==> run_1/registers.png <==
The bar under the picture is 20 um long.
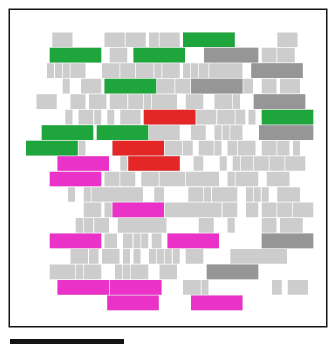
==> run_1/gate_families.png <==
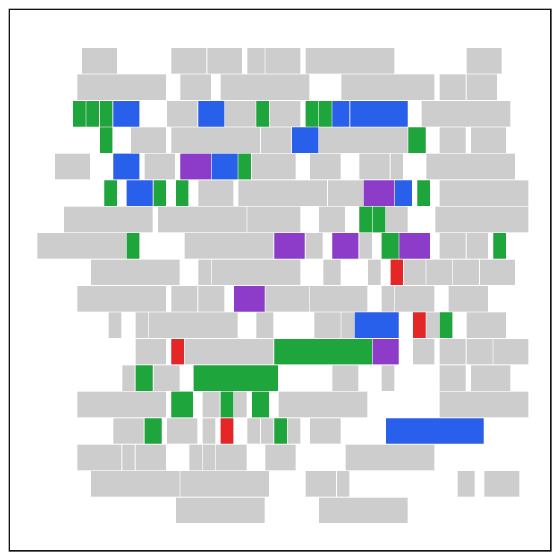
==> run_1/final_congestion.png <==
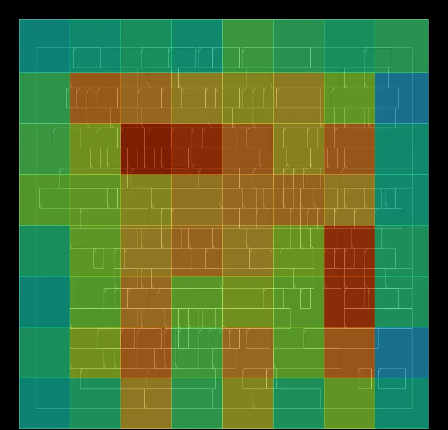
[src/rtl/uart_tx_seq.sv]
// UART transmitter sequencer: frames one byte as start, 8 data bits LSB first,
// an optional even-parity bit and a stop bit, with a GO/EN control handshake.
module uart_tx_seq #(
    parameter int CLKS_PER_BIT = 434,
    parameter bit PARITY_EN    = 1'b0
) (
    input  logic       clk_i,
    input  logic       rst_ni,
    input  logic [1:0] ctl_i,
    input  logic [7:0] data_i,
    output logic       tx_o,
    output logic       busy_o,
    output logic       done_o,
    output logic       ctl_clr_o
);

    localparam int CW = (CLKS_PER_BIT > 1) ? $clog2(CLKS_PER_BIT) : 1;
    localparam logic [CW-1:0] LAST = CW'(CLKS_PER_BIT - 1);

    typedef enum logic [2:0] {
        IDLE,
        START,
        DATA,
        PARITY,
        STOP
    } state_t;

    state_t        state_q, state_d;
    logic [CW-1:0] cnt_q, cnt_d;
    logic [2:0]    bit_q, bit_d;
    logic [7:0]    sh_q, sh_d;
    logic          par_q, par_d;
    logic          tx_q, tx_d;
    logic          done_q, done_d;
    logic          clr_q, clr_d;
    logic          wrap;

    assign wrap = (cnt_q == LAST);

    always_comb begin
        state_d = state_q;
        cnt_d   = wrap ? '0 : cnt_q + CW'(1);
        bit_d   = bit_q;
        sh_d    = sh_q;
        par_d   = par_q;
        done_d  = 1'b0;
        clr_d   = 1'b0;
        unique case (state_q)
            IDLE: begin
                cnt_d = '0;
                if (ctl_i == 2'b11) begin
                    sh_d    = data_i;
                    par_d   = ^data_i;
                    bit_d   = 3'd0;
                    clr_d   = 1'b1;
                    state_d = START;
                end
            end
            START: begin
                if (wrap) state_d = DATA;
            end
            DATA: begin
                if (wrap) begin
                    sh_d = sh_q >> 1;
                    if (bit_q == 3'd7) begin
                        state_d = PARITY_EN ? PARITY : STOP;
                    end else begin
                        bit_d = bit_q + 3'd1;
                    end
                end
            end
            PARITY: begin
                if (wrap) state_d = STOP;
            end
            STOP: begin
                if (wrap) begin
                    state_d = IDLE;
                    done_d  = 1'b1;
                end
            end
            default: state_d = IDLE;
        endcase

        // Line level follows the state being entered so tx_o is registered.
        unique case (state_d)
            START:   tx_d = 1'b0;
            DATA:    tx_d = sh_d[0];
            PARITY:  tx_d = par_d;
            default: tx_d = 1'b1;
        endcase
    end

    always_ff @(posedge clk_i or negedge rst_ni) begin
        if (!rst_ni) begin
            state_q <= IDLE;
            cnt_q   <= '0;
            bit_q   <= 3'd0;
            sh_q    <= 8'd0;
            par_q   <= 1'b0;
            tx_q    <= 1'b1;
            done_q  <= 1'b0;
            clr_q   <= 1'b0;
        end else begin
            state_q <= state_d;
            cnt_q   <= cnt_d;
            bit_q   <= bit_d;
            sh_q    <= sh_d;
            par_q   <= par_d;
            tx_q    <= tx_d;
            done_q  <= done_d;
            clr_q   <= clr_d;
        end
    end

    assign tx_o      = tx_q;
    assign busy_o    = (state_q != IDLE);
    assign done_o    = done_q;
    assign ctl_clr_o = clr_q;

endmodule

[config.mk]
export PLATFORM = sky130hd
export DESIGN_NAME = uart_tx_seq
export DESIGN_NICKNAME = d
export VERILOG_FILES = /design/src/rtl/uart_tx_seq.sv
export SDC_FILE = /design/constraint.sdc
export NUM_CORES = 1
export LEC_CHECK = 0
export CAP_MARGIN = 25
export CORE_MARGIN = 2
export CORE_UTILIZATION = 51
export CTS_BUF_LIST = sky130_fd_sc_hd__clkbuf_2
export DETAILED_ROUTE_END_ITERATION = 10
export GPL_ROUTABILITY_DRIVEN = 0
export HOLD_SLACK_MARGIN = 0.05
export PLACE_DENSITY = 0.79
export RECOVER_POWER = 100
export SKIP_LAST_GASP = 1
export SLEW_MARGIN = 20
export SYNTH_ARGS = -nofsm -noshare
export SYNTH_HDL_FRONTEND = slang
export SYNTH_SLANG_ARGS = --single-unit
[constraint.sdc]
create_clock -name clk_i -period 1.8 [get_ports clk_i]
set_input_delay 0.36 -clock clk_i [delete_from_list [all_inputs] [get_ports clk_i]]
set_output_delay 0.36 -clock clk_i [all_outputs]
set_load 0.005 [all_outputs]
==> flow_summary.json, run 1 <==
{
  "cts_tree": "built",
  "setup_violations": 1,
  "cts_sinks": 27,
  "hold_ws_ns": 0.4919,
  "top_area_cell": "dfrtp_1",
  "cp_cell_sequence": "or3_4 > buf_4 > nor2_2 > buf_4 > nor2_1 > a21o_1 > mux2_4",
  "n_fill_cell": 193,
  "cp-start-kind": "register",
  "path_max_fanout": 3,
  "placementRows": 18,
  "die_w_um": 55.55,
  "maxCapViolCount": 0,
  "synthArstFlopShare": 1.000,
  "setup_slack_ns": -0.002161,
  "timing.critical_path.mode_cell": "buf_4",
  "worst_pin_slew_ns": 0.6572,
  "numCtsBuffers": 3,
  "vias": 998,
  "placed_area_um2": 1633,
  "cpPeakStageDelay_ns": 0.47,
  "cp.arrival_ns": 2.11,
  "port_buffers": 15,
  "core_um2": 2500,
  "cts_hold_buf": 0,
  "wirelength_um": 2625,
  "grt-ovfl-total": 0,
  "yosysTopAreaCellShare": 0.4801,
  "synthFlopType": "dfrtp_1",
  "period_minus_slack_ns": 1.802,
  "yosys_cells": 127,
  "critPathRequiredTime_ns": 2.11,
  "fin_nets": 177,
  "violations": "setup timing",
  "synthTopCellsByArea": "dfrtp_1 (48%), xnor2_1 (7.8%), nor2_1 (5.5%), nand2_1 (5.3%), ha_1 (3.7%)",
  "finalClockPeriodUsage": 1.001,
  "drive_gt1_frac": 0.2313,
  "first_iter_violations": 19,
  "viasPerCell": 5.253,
  "syn_to_final_growth_pct": 26.04,
  "track_usage": 0.1873,
  "syn-cell-area_um2": 1355,
  "clkTransAtPathRegs_ns": 0.26,
  "rsz0062_at_grt": "true",
  "place_hpwl_um": 1890,
  "synthesis.nets": 143,
  "power_density_nw_per_um2": 878.1,
  "ant_nets": 0,
  "first_pass_iters": 4,
  "tool_warnings": 29,
  "fmax_ghz": 0.5549,
  "diodes": 0,
  "fp-utilization": 0.5420,
  "synth.distinct_cells": 34,
  "remaining_drc_errors": 0,
  "skew_ns": 0.02323,
  "synth_cells": 127,
  "hold_violations": 0,
  "cts-root-buf": "clkbuf_2",
  "grt_pass1_wl_um": 4526,
  "synth_warnings": 0,
  "clock_path_buffers": 2,
  "relSlewSlack": 0.5619,
  "chip_area_um2": 3085,
  "drv_slew": 0,
  "final_area_um2": 1708,
  "cpMaxStageDelayCell": "dfrtp_2",
  "dieHeight_um": 55.55,
  "antenna_found_initial": 0,
  "total_power_uw": 1500,
  "clock_latency_ns": 0.37,
  "ios": 16,
  "yosys_area_um2": 1355,
  "synth-edff-count": 0,
  "status": "complete, but fails checks",
  "grt_max_degree": 28,
  "p_leak_uw": 0.0008259,
  "hp-class": "primary input to async pin",
  "cts.htree.levels": 1,
  "peakVddDrop_v": 0.0006207,
  "grt_pass1_vias": 1066,
  "ys_seq_share": 0.4995,
  "critPathKind": "register to register",
  "synth-seq-cells": 27,
  "syn_area_per_cell_um2": 10.67,
  "end_kind": "register"
}
## Picture notes: registers.png
`sh_q`: marked green, placed flops 8. `bit_q`: marked red, placed flops 3. `cnt_q`: marked magenta, placed flops 9.
Another 7 sequential cells are not colored.

## Picture notes: gate_families.png
inverting AOI/OAI gates: marked blue, cells 11. AND-OR and OR-AND gates: marked purple, cells 7. inverters: marked red, cells 4. NAND gates: marked green, cells 27.

## Picture notes: final_congestion.png
final core occ: 0.6832
WL/cell: 13.82 um
GRT met1 Usage: 0.2168
met3 Track Usage GR: 0.03044

[run 1: final timing paths]
check,start,end,slack [ns],depth (start not counted)
worst max register to register,state_q[1],bit_q[0],-0.002,7
worst max-delay path,state_q[1],bit_q[0],-0.002,7
worst min register to register,sh_q[3],sh_q[3],0.52,2
worst min-delay path,rst_ni,sh_q[0],0.49,2
max in group asynchronous,rst_ni,state_q[1],0.87,2
min in group clk_i,sh_q[3],sh_q[3],0.52,2
[run 1: worst max-delay path, delay by kind of cell (launching register included)]
family	cells	cell delay [ns]
AOI/OAI and AO/OA	1	0.18
buffers and inverters	2	0.27
DFF	1	0.47
muxes	1	0.26
and+or+nand+nor	3	0.55
[run 1: cell usage in the layout (no fill, tap or decap), types with 2 or more instances in the layout]
master,count
a21o_1,2
a22o_1,3
a22oi_1,6
buf_4,12
buf_6,2
clkbuf_2,5
clkdlybuf4s50_1,10
dfrtp_1,25
dlygate4sd3_1,3
ha_1,3
inv_1,4
nand2_1,19
nand3_1,5
nor2_1,20
xnor2_1,12
xor2_1,2
[run 1: cells by family after synthesis]
family,Yosys count,synth area share
AND-OR/OR-AND,18,0.1163
XOR/XNOR,14,0.09049
adder cells (fa/ha/maj),4,0.03694
buffers and inverters,6,0.01846
flip-flops,27,0.4995
multiplexers,1,0.01108
AND/OR/NAND/NOR,57,0.2272
[run 1: synthesized netlist by cell type (2+ instances only)]
cell     count
nand2_1     19
ha_1         4
a22oi_1      6
a22o_1       3
a21o_1       2
xnor2_1     12
inv_1        4
dfrtp_1     26
nor2_1      20
xor2_1       2
nand3_1      5
or3_1        2
[run 1: state kept, by name (all words and copies together) (netlist names)]
signal     cells
cnt_q          9
sh_q           8
bit_q          3
state_q        3
ctl_clr_o      1
done_o         1
par_q          1
tx_o           1
[run 1: report_power, final]
part	switching [uW]	internal [uW]
registers	90.2	729
clock network	183	51.5
logic	206	240
total	479	1020
[run 1: area by class of cell]
cell class	count	area, um2	share of cell area
Multi-Input combinational cell	94	685.7	0.4015
Clock inverter	1	7.507	0.004396
Inverter	4	15.01	0.008791
Clock buffer	3	15.01	0.008791
Tap cell	30	37.54	0.02198
Timing Repair Buffer	31	269.0	0.1575
Sequential cell	27	678.2	0.3971
[run 1: what timing repair did]
item,in CTS,in global routing
endpoints found under the setup margin,3,6
setup buffers,3,0
gates resized,13,3
pin swaps,1,1
[run 1: metal layers]
metal,share of wire,vias up,global-route usage
li1,-,500,-
met1,0.45,480,0.2168
met2,0.51,14,0.3333
met3,0.026,4,0.03044
met4,0.016,0,0.09059
met5,0,-,0
[run 1: stage by stage]
step | util | TNS, ns | worst slack (ns) | instances
after global placement | 0.6532 | -0.002410 | -0.002410 | 183
after detailed placement | 0.6532 | -0.09593 | -0.09593 | 183
final | 0.6832 | -0.002161 | -0.002161 | 190
after floorplan | - | 0 | 0.01823 | 127
after CTS | 0.6812 | -0.07390 | -0.04137 | 190
after global routing | 0.6832 | -0.1677 | -0.06325 | 190
==> inputs of run 2 (changes only) <==
--- a/config.mk
+++ b/config.mk
@@ -14,6 +14,7 @@
 export HOLD_SLACK_MARGIN = 0.05
 export PLACE_DENSITY = 0.79
 export RECOVER_POWER = 100
+export SETUP_SLACK_MARGIN = 0.5
 export SKIP_LAST_GASP = 1
 export SLEW_MARGIN = 20
 export SYNTH_ARGS = -nofsm -noshare
==> run_2/gate_families.png <==
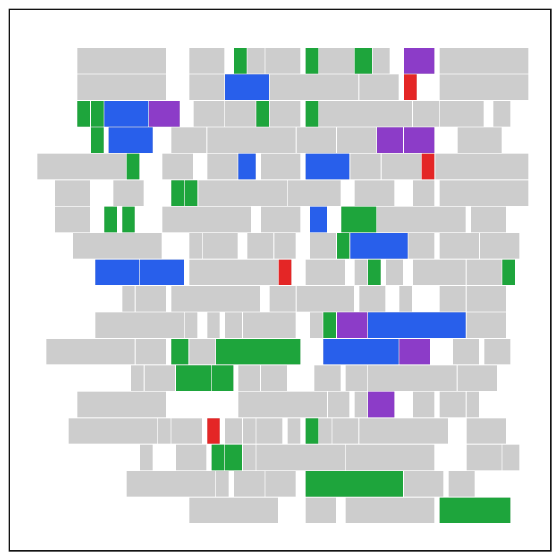
inverters: marked red, cells 4. NAND gates: marked green, cells 27. inverting AOI/OAI gates: marked blue, cells 11. AND-OR and OR-AND gates: marked purple, cells 7.

==> run 2 against run 1 <==
The run still ends with setup timing left. Largest power group unchanged. Global-route usage increased by 2.4 points. Highest routed layer unchanged. Critical endpoint is now tx_o. Sequential power increased by 1%. Final area increased by 11%. Critical path type unchanged. Maximum frequency decreased by 1.9%. Largest cell class unchanged. Wire length increased by 22%.
==> flow_summary.json, run 2 <==
{
  "status": "complete, but fails checks",
  "violations": "setup timing",
  "top_regs": "cnt_q x9, sh_q x8",
  "setup_violations": 2,
  "cp.arrival_ns": 2.21,
  "vias": 1116,
  "yosysTopAreaCellShare": 0.4801,
  "dieHeight_um": 55.55,
  "track_usage": 0.2117,
  "path_max_fanout": 4,
  "total_power_uw": 1627,
  "fp-utilization": 0.5420,
  "ios": 16,
  "period_minus_slack_ns": 1.837,
  "rsz0062_at_grt": "true",
  "cp_cell_sequence": "buf_6 > or3b_4 > nor3_4 > or3b_4 > a41oi_2 > a211o_1",
  "final_area_um2": 1898,
  "cts_tree": "built",
  "lay_top_cells": "dfrtp_1 (25), nand2_1 (18), nor2_1 (16), buf_4 (15), xnor2_1 (12)",
  "top_area_cell": "dfrtp_1",
  "cts-root-buf": "clkbuf_2",
  "drive_gt1_frac": 0.3706,
  "synthArstFlopShare": 1.000,
  "syn_area_per_cell_um2": 10.67,
  "grt_pass1_wl_um": 5147,
  "final_common_cell": "dfrtp_1",
  "critPathRequiredTime_ns": 2.17,
  "port_buffers": 15,
  "timing.critical_path.mode_cell": "or3b_4",
  "grt-ovfl-total": 0,
  "grt_pass1_vias": 1169,
  "r2r_start": "state_q[1]",
  "first_pass_iters": 4,
  "core_um2": 2500,
  "synthFlopType": "dfrtp_1",
  "synth_cells": 127,
  "wirelength_um": 3201,
  "numCtsBuffers": 3,
  "peakVddDrop_v": 0.0006875,
  "cts_sinks": 27,
  "worst_pin_slew_ns": 0.6704,
  "clock_path_buffers": 2,
  "post-place-ws_ns": 0.009060,
  "ys_seq_share": 0.4995,
  "syn_to_final_growth_pct": 40.07,
  "hold_violations": 0,
  "synthesis.nets": 143,
  "placementRows": 18,
  "drv_slew": 0,
  "die_w_um": 55.55,
  "chip_area_um2": 3085,
  "reg2reg_to": "tx_o",
  "antenna_found_initial": 0,
  "cpMaxStageDelayCell": "dfrtp_2",
  "place_hpwl_um": 1933,
  "yosys_cells": 127,
  "top_register": "cnt_q",
  "r2r_slack_ns": -0.04,
  "hp-class": "primary input to async pin",
  "relSlewSlack": 0.5531,
  "synth_warnings": 0,
  "viasPerCell": 5.580,
  "yosys_area_um2": 1355,
  "syn-cell-area_um2": 1355,
  "top_cells_by_count": "dfrtp_1 (26), nor2_1 (20), nand2_1 (19)",
  "ant_nets": 0,
  "end_kind": "register",
  "setup_slack_ns": -0.03730,
  "first_iter_violations": 22,
  "clock_latency_ns": 0.40,
  "remaining_drc_errors": 0,
  "diodes": 0,
  "synth-edff-count": 0,
  "skew_ns": 0.04386,
  "fin_nets": 187,
  "placed_area_um2": 1630,
  "grt_max_degree": 28,
  "synth.distinct_cells": 34,
  "critPathBufInv": 1,
  "synth-seq-cells": 27,
  "routedWlPerCell_um": 16.01,
  "reg2reg_depth": 6,
  "fmax_ghz": 0.5443,
  "power_density_nw_per_um2": 857.4,
  "post-synth-top-count-cell": "dfrtp_1",
  "critPathKind": "register to register",
  "cpPeakStageDelay_ns": 0.45,
  "cp-start-kind": "register",
  "p_leak_uw": 0.0008906,
  "cts.htree.levels": 1,
  "maxCapViolCount": 0,
  "crit_family": "simple AND/OR/NAND/NOR gates",
  "clkTransAtPathRegs_ns": 0.29,
  "finalClockPeriodUsage": 1.021,
  "largest_reg_flops": 9,
  "tool_warnings": 30,
  "synthTopCellsByArea": "dfrtp_1 (48%), xnor2_1 (7.8%), nor2_1 (5.5%), nand2_1 (5.3%), ha_1 (3.7%)"
}
[run 2: what timing repair did]
action	4_1_cts	5_1_grt
cloned	1	0
pin swaps	6	15
endpoints found under the setup margin	31	31
setup buffers	9	5
hold buffers	0	0
resized	38	15
[run 2: how the worst max path moves through the flow]
stage / endpoint / startpoint / cells after the start / slack [ns]
3_5_place_dp: tx_o / cnt_q[1] / 7 / 0.009
4_1_cts: tx_o / cnt_q[1] / 7 / 0.04
6_report: tx_o / state_q[1] / 6 / -0.04
3_3_place_gp: tx_o / ctl_i[0] / 6 / 0.04
5_1_grt: tx_o / cnt_q[1] / 7 / -0.06
2_1_floorplan: tx_o / cnt_q[1] / 8 / 0.02
[run 2: per-stage QoR]
stage          setup TNS, ns  std cells  hold WS (ns)  utilization
6_report            -0.03916        200        0.4608       0.7593
4_1_cts                    0        195        0.2951       0.7182
5_1_grt              -0.1435        200        0.4876       0.7593
3_5_place_dp               0        181        0.4637       0.6522
3_3_place_gp               0        181        0.4596       0.6522
2_1_floorplan              0        127       0.06441            -
[run 2: cell families (layout without fill, tap and decap cells)]
| logic type | count (synthesis) | after routing | synth area share |
|---|---|---|---|
| adders and majority gates | 4 | 4 | 0.03694 |
| muxes | 1 | 1 | 0.01108 |
| AOI/OAI and AO/OA | 18 | 18 | 0.1163 |
| buffers and inverters | 6 | 49 | 0.01846 |
| and+or+nand+nor | 57 | 57 | 0.2272 |
| DFF | 27 | 27 | 0.4995 |
| xor gates and xnor gates | 14 | 14 | 0.09049 |
[run 2: cell type report]
class | instances | area [um2]
Multi-Input combinational cell | 94 | 775.7
Sequential cell | 27 | 678.2
Inverter | 4 | 15.01
Clock inverter | 1 | 7.507
Fill cell | 161 | 601.8
Clock buffer | 3 | 15.01
Tap cell | 30 | 37.54
Timing Repair Buffer | 41 | 369.1
[run 2: report_power, final]
part | switching (uW) | total [uW] | internal [uW]
clock | 193 | 245 | 51.5
combinational | 253 | 554 | 301
sequential | 98.5 | 829 | 730
total | 545 | 1630 | 1080
[run 2: routing by layer]
metal  share of wire  global-route usage  up-vias
met2            0.53              0.3588       29
met3           0.035             0.03981       14
met1            0.40              0.2473      553
met4           0.037              0.1254        0
met5               0                   0        -
li1                -                   -      520
==> inputs of run 3 (changes only) <==
--- a/config.mk
+++ b/config.mk
@@ -14,6 +14,7 @@
 export HOLD_SLACK_MARGIN = 0.05
 export PLACE_DENSITY = 0.79
 export RECOVER_POWER = 100
+export REMOVE_ABC_BUFFERS = 1
 export SETUP_SLACK_MARGIN = 0.5
 export SKIP_LAST_GASP = 1
 export SLEW_MARGIN = 20
==> run_3/gate_families.png <==
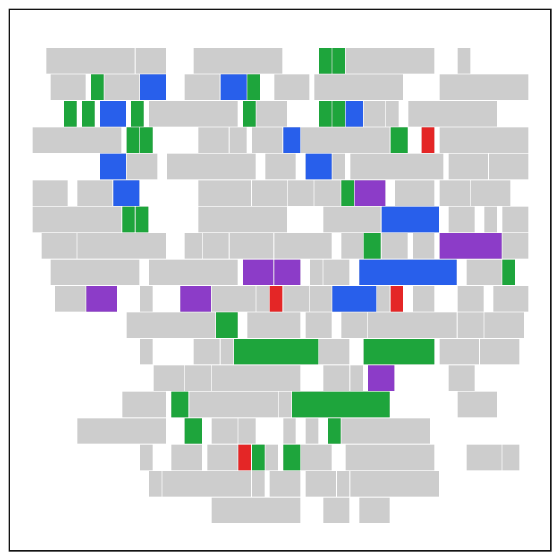
Commonest Layout Cell: dfrtp_1
Layout Cells excl Fill: 195
Comb area share: 0.4088

==> run 3 against run 2 <==
The run now ends clean. Critical path depth stayed put. Register-to-register slack gained 0.06 ns. Clock power is 2% lower. Clock-buffer cell count is the same.
==> flow_summary.json, run 3 <==
{
  "cp.arrival_ns": 2.08,
  "maxCapViolCount": 0,
  "largest_reg_flops": 9,
  "ant_nets": 0,
  "worst_pin_slew_ns": 0.6713,
  "grt-ovfl-total": 0,
  "lay_top_cells": "dfrtp_1 (26), nand2_1 (18), buf_4 (18), nor2_1 (17), xnor2_1 (12)",
  "hold_violations": 0,
  "status": "finished, final reports clean",
  "relSlewSlack": 0.5525,
  "synthFlopType": "dfrtp_1",
  "synthArstFlopShare": 1.000,
  "synth-seq-cells": 27,
  "post-synth-top-count-cell": "dfrtp_1",
  "logic_area_um2": 729.5,
  "tool_warnings": 28,
  "cp_cell_sequence": "buf_4 > or3b_4 > nor3_4 > nor2_2 > a21o_1 > mux2_4",
  "top_regs": "cnt_q x9, sh_q x8",
  "dieHeight_um": 55.55,
  "port_buffers": 15,
  "utilization": 0.7137,
  "fp-utilization": 0.5420,
  "critPathKind": "register to register",
  "core_um2": 2500,
  "critPathBufInv": 1,
  "synth_warnings": 0,
  "top_area_cell": "dfrtp_1",
  "cts_sinks": 27,
  "finalSetupTns_ns": 0,
  "reg2reg_depth": 6,
  "fmax_ghz": 0.5626,
  "layout.area.seq_um2": 676.9,
  "grt_pass1_wl_um": 5023,
  "power_density_nw_per_um2": 864.6,
  "path_depth": 6,
  "grt_max_degree": 28,
  "total_power_uw": 1543,
  "chip_area_um2": 3085,
  "yosys_cells": 127,
  "viasPerCell": 5.446,
  "path_max_fanout": 3,
  "clkTransAtPathRegs_ns": 0.26,
  "placementRows": 18,
  "p_leak_uw": 0.0008451,
  "synth_cells": 127,
  "first_pass_iters": 4,
  "syn_to_final_growth_pct": 31.67,
  "top_cells_by_count": "dfrtp_1 (26), nor2_1 (20), nand2_1 (19)",
  "period_minus_slack_ns": 1.777,
  "cp-endpoint": "bit_q[0]",
  "drive_gt1_frac": 0.2848,
  "grt_pass1_vias": 1129,
  "top_register": "cnt_q",
  "place_hpwl_um": 2060,
  "first_iter_violations": 16,
  "n_fill_cell": 176,
  "cts_tree": "built",
  "finalClockPeriodUsage": 0.9874,
  "yosys_area_um2": 1355,
  "antenna_found_initial": 0,
  "crit_family": "simple AND/OR/NAND/NOR gates",
  "diodes": 0,
  "clock_latency_ns": 0.37,
  "end_kind": "register",
  "crit_path_start": "state_q[2]",
  "reg2reg_to": "bit_q[0]",
  "numCtsBuffers": 3,
  "routedWlPerCell_um": 14.58,
  "yosysTopAreaCellShare": 0.4801,
  "ys_seq_share": 0.4995,
  "wirelength_um": 2843,
  "post-place-ws_ns": -0.02485,
  "fin_nets": 182,
  "syn_area_per_cell_um2": 10.67,
  "synthTopCellsByArea": "dfrtp_1 (48%), xnor2_1 (7.8%), nor2_1 (5.5%), nand2_1 (5.3%), ha_1 (3.7%)",
  "cts-root-buf": "clkbuf_2",
  "remaining_drc_errors": 0,
  "rsz0062_at_grt": "true",
  "hp-class": "primary input to async pin",
  "die_w_um": 55.55,
  "cpMaxStageDelayCell": "dfrtp_1",
  "r2r_slack_ns": 0.02,
  "setup_violations": 0,
  "critPathRequiredTime_ns": 2.10,
  "syn-cell-area_um2": 1355,
  "vias": 1062,
  "cpPeakStageDelay_ns": 0.44,
  "synth.distinct_cells": 34,
  "cts.htree.levels": 1,
  "r2r_start": "state_q[2]",
  "track_usage": 0.2080,
  "ios": 16,
  "skew_ns": 0.006222,
  "clock_path_buffers": 2,
  "drv_slew": 0,
  "synth-edff-count": 0,
  "peakVddDrop_v": 0.0007686,
  "hold_ws_ns": 0.5013,
  "cp-start-kind": "register",
  "setup_slack_ns": 0.02267
}
## run 3: cell families (layout without fill, tap and decap cells)
family | count (synthesis) | in the layout | share of synthesized area
xor gates and xnor gates | 14 | 14 | 0.09049
AOI/OAI and AO/OA | 18 | 18 | 0.1163
and+or+nand+nor | 57 | 57 | 0.2272
DFF | 27 | 27 | 0.4995
buffers and inverters | 6 | 44 | 0.01846
adders and majority gates | 4 | 4 | 0.03694
muxes | 1 | 1 | 0.01108
## run 3: cell type report
class | count | share of cell area
timing repair buffer | 36 | 0.1697
clock buffer | 3 | 0.008415
tap | 30 | 0.02104
clock inverter | 1 | 0.004208
inverter | 4 | 0.008415
multi-input combinational | 94 | 0.4088
sequential | 27 | 0.3794
## run 3: per-layer routing
| metal | wire length [um] | share of wire | global-route usage | vias up |
|---|---|---|---|---|
| met5 | 0 | 0 | 0 | - |
| met4 | 42 | 0.015 | 0.07317 | 0 |
| met3 | 65 | 0.023 | 0.02576 | 5 |
| met2 | 1493 | 0.53 | 0.3741 | 18 |
| met1 | 1242 | 0.44 | 0.2550 | 525 |
| li1 | - | - | - | 514 |
## run 3: power breakdown
group	internal [uW]	total, uW	switching [uW]
sequential	730	805	75.3
combinational	264	499	235
clock	51.5	239	188
total	1040	1540	498
## run 3: worst min path at each step
stage / cells past startpoint / start / end
after floorplan: 0 / rst_ni / bit_q[0]
after global placement: 2 / sh_q[3] / sh_q[3]
after detailed placement: 2 / sh_q[5] / sh_q[5]
after CTS: 2 / rst_ni / sh_q[6]
after global routing: 2 / rst_ni / done_o
final: 2 / rst_ni / state_q[2]
## run 3: timing repair
item | CTS | global route
pin swaps | 1 | 1
setup buffers | 2 | 3
endpoints found under the hold margin | 0 | 0
gates resized | 27 | 10
hold buffers | 0 | 0
setup endpoints to repair | 29 | 31
## run 3: through the flow
stage / instance area (um2) / cells
after floorplan: 1345 / 125
after global placement: 1653 / 186
after detailed placement: 1653 / 186
after CTS: 1718 / 192
after global routing: 1784 / 195
final: 1784 / 195

==> notes/layouts.md <==
Pictures saved along the way, in no particular order.

Drive-strength map.
(a)
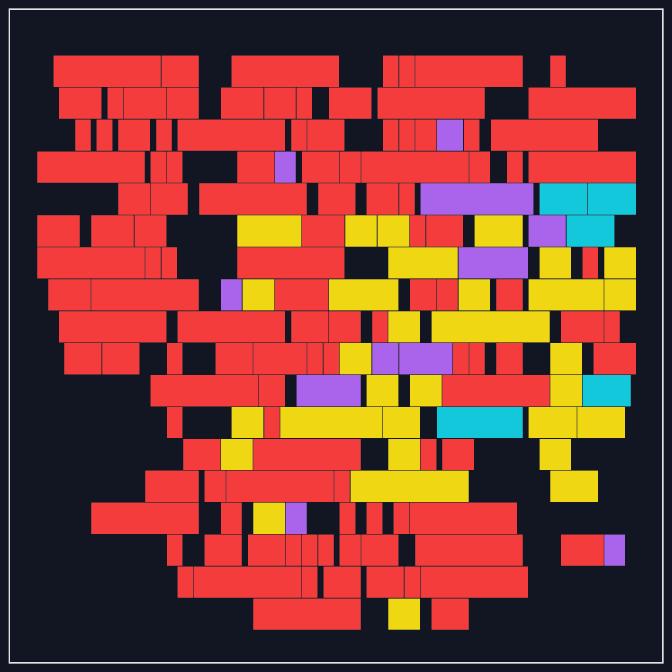
(b)
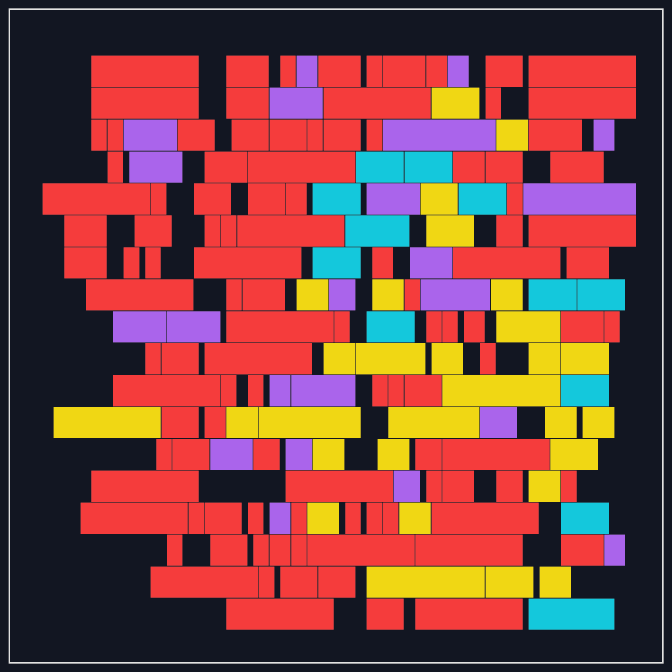
(c)
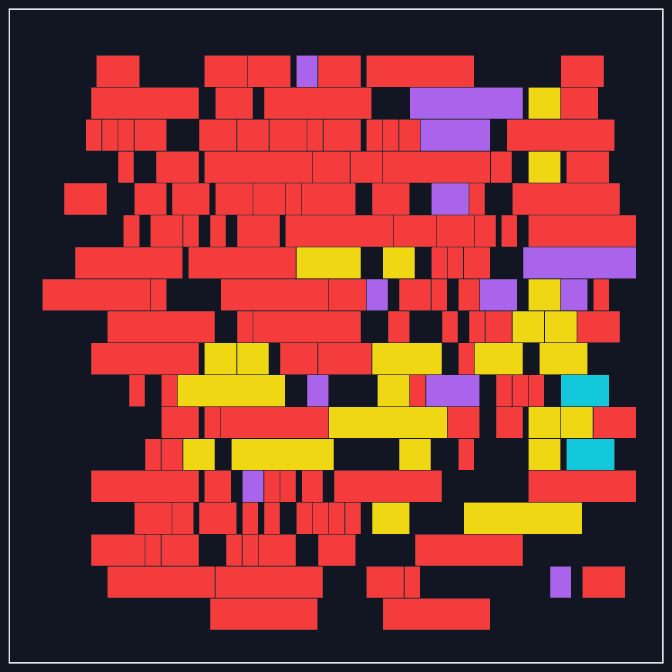
run 3 -> (a)
run 1 -> (c)
run 2 -> (b)

Key to (c):
drive 2: marked purple, cells 12, most used clkbuf_2. drive 6 and up: marked cyan, cells 2, most used buf_6. drive 1 or less: marked red, cells 123, most used dfrtp_1. drive 3 to 4: marked yellow, cells 23, most used buf_4.

Power and IR drop assume default switching activity.
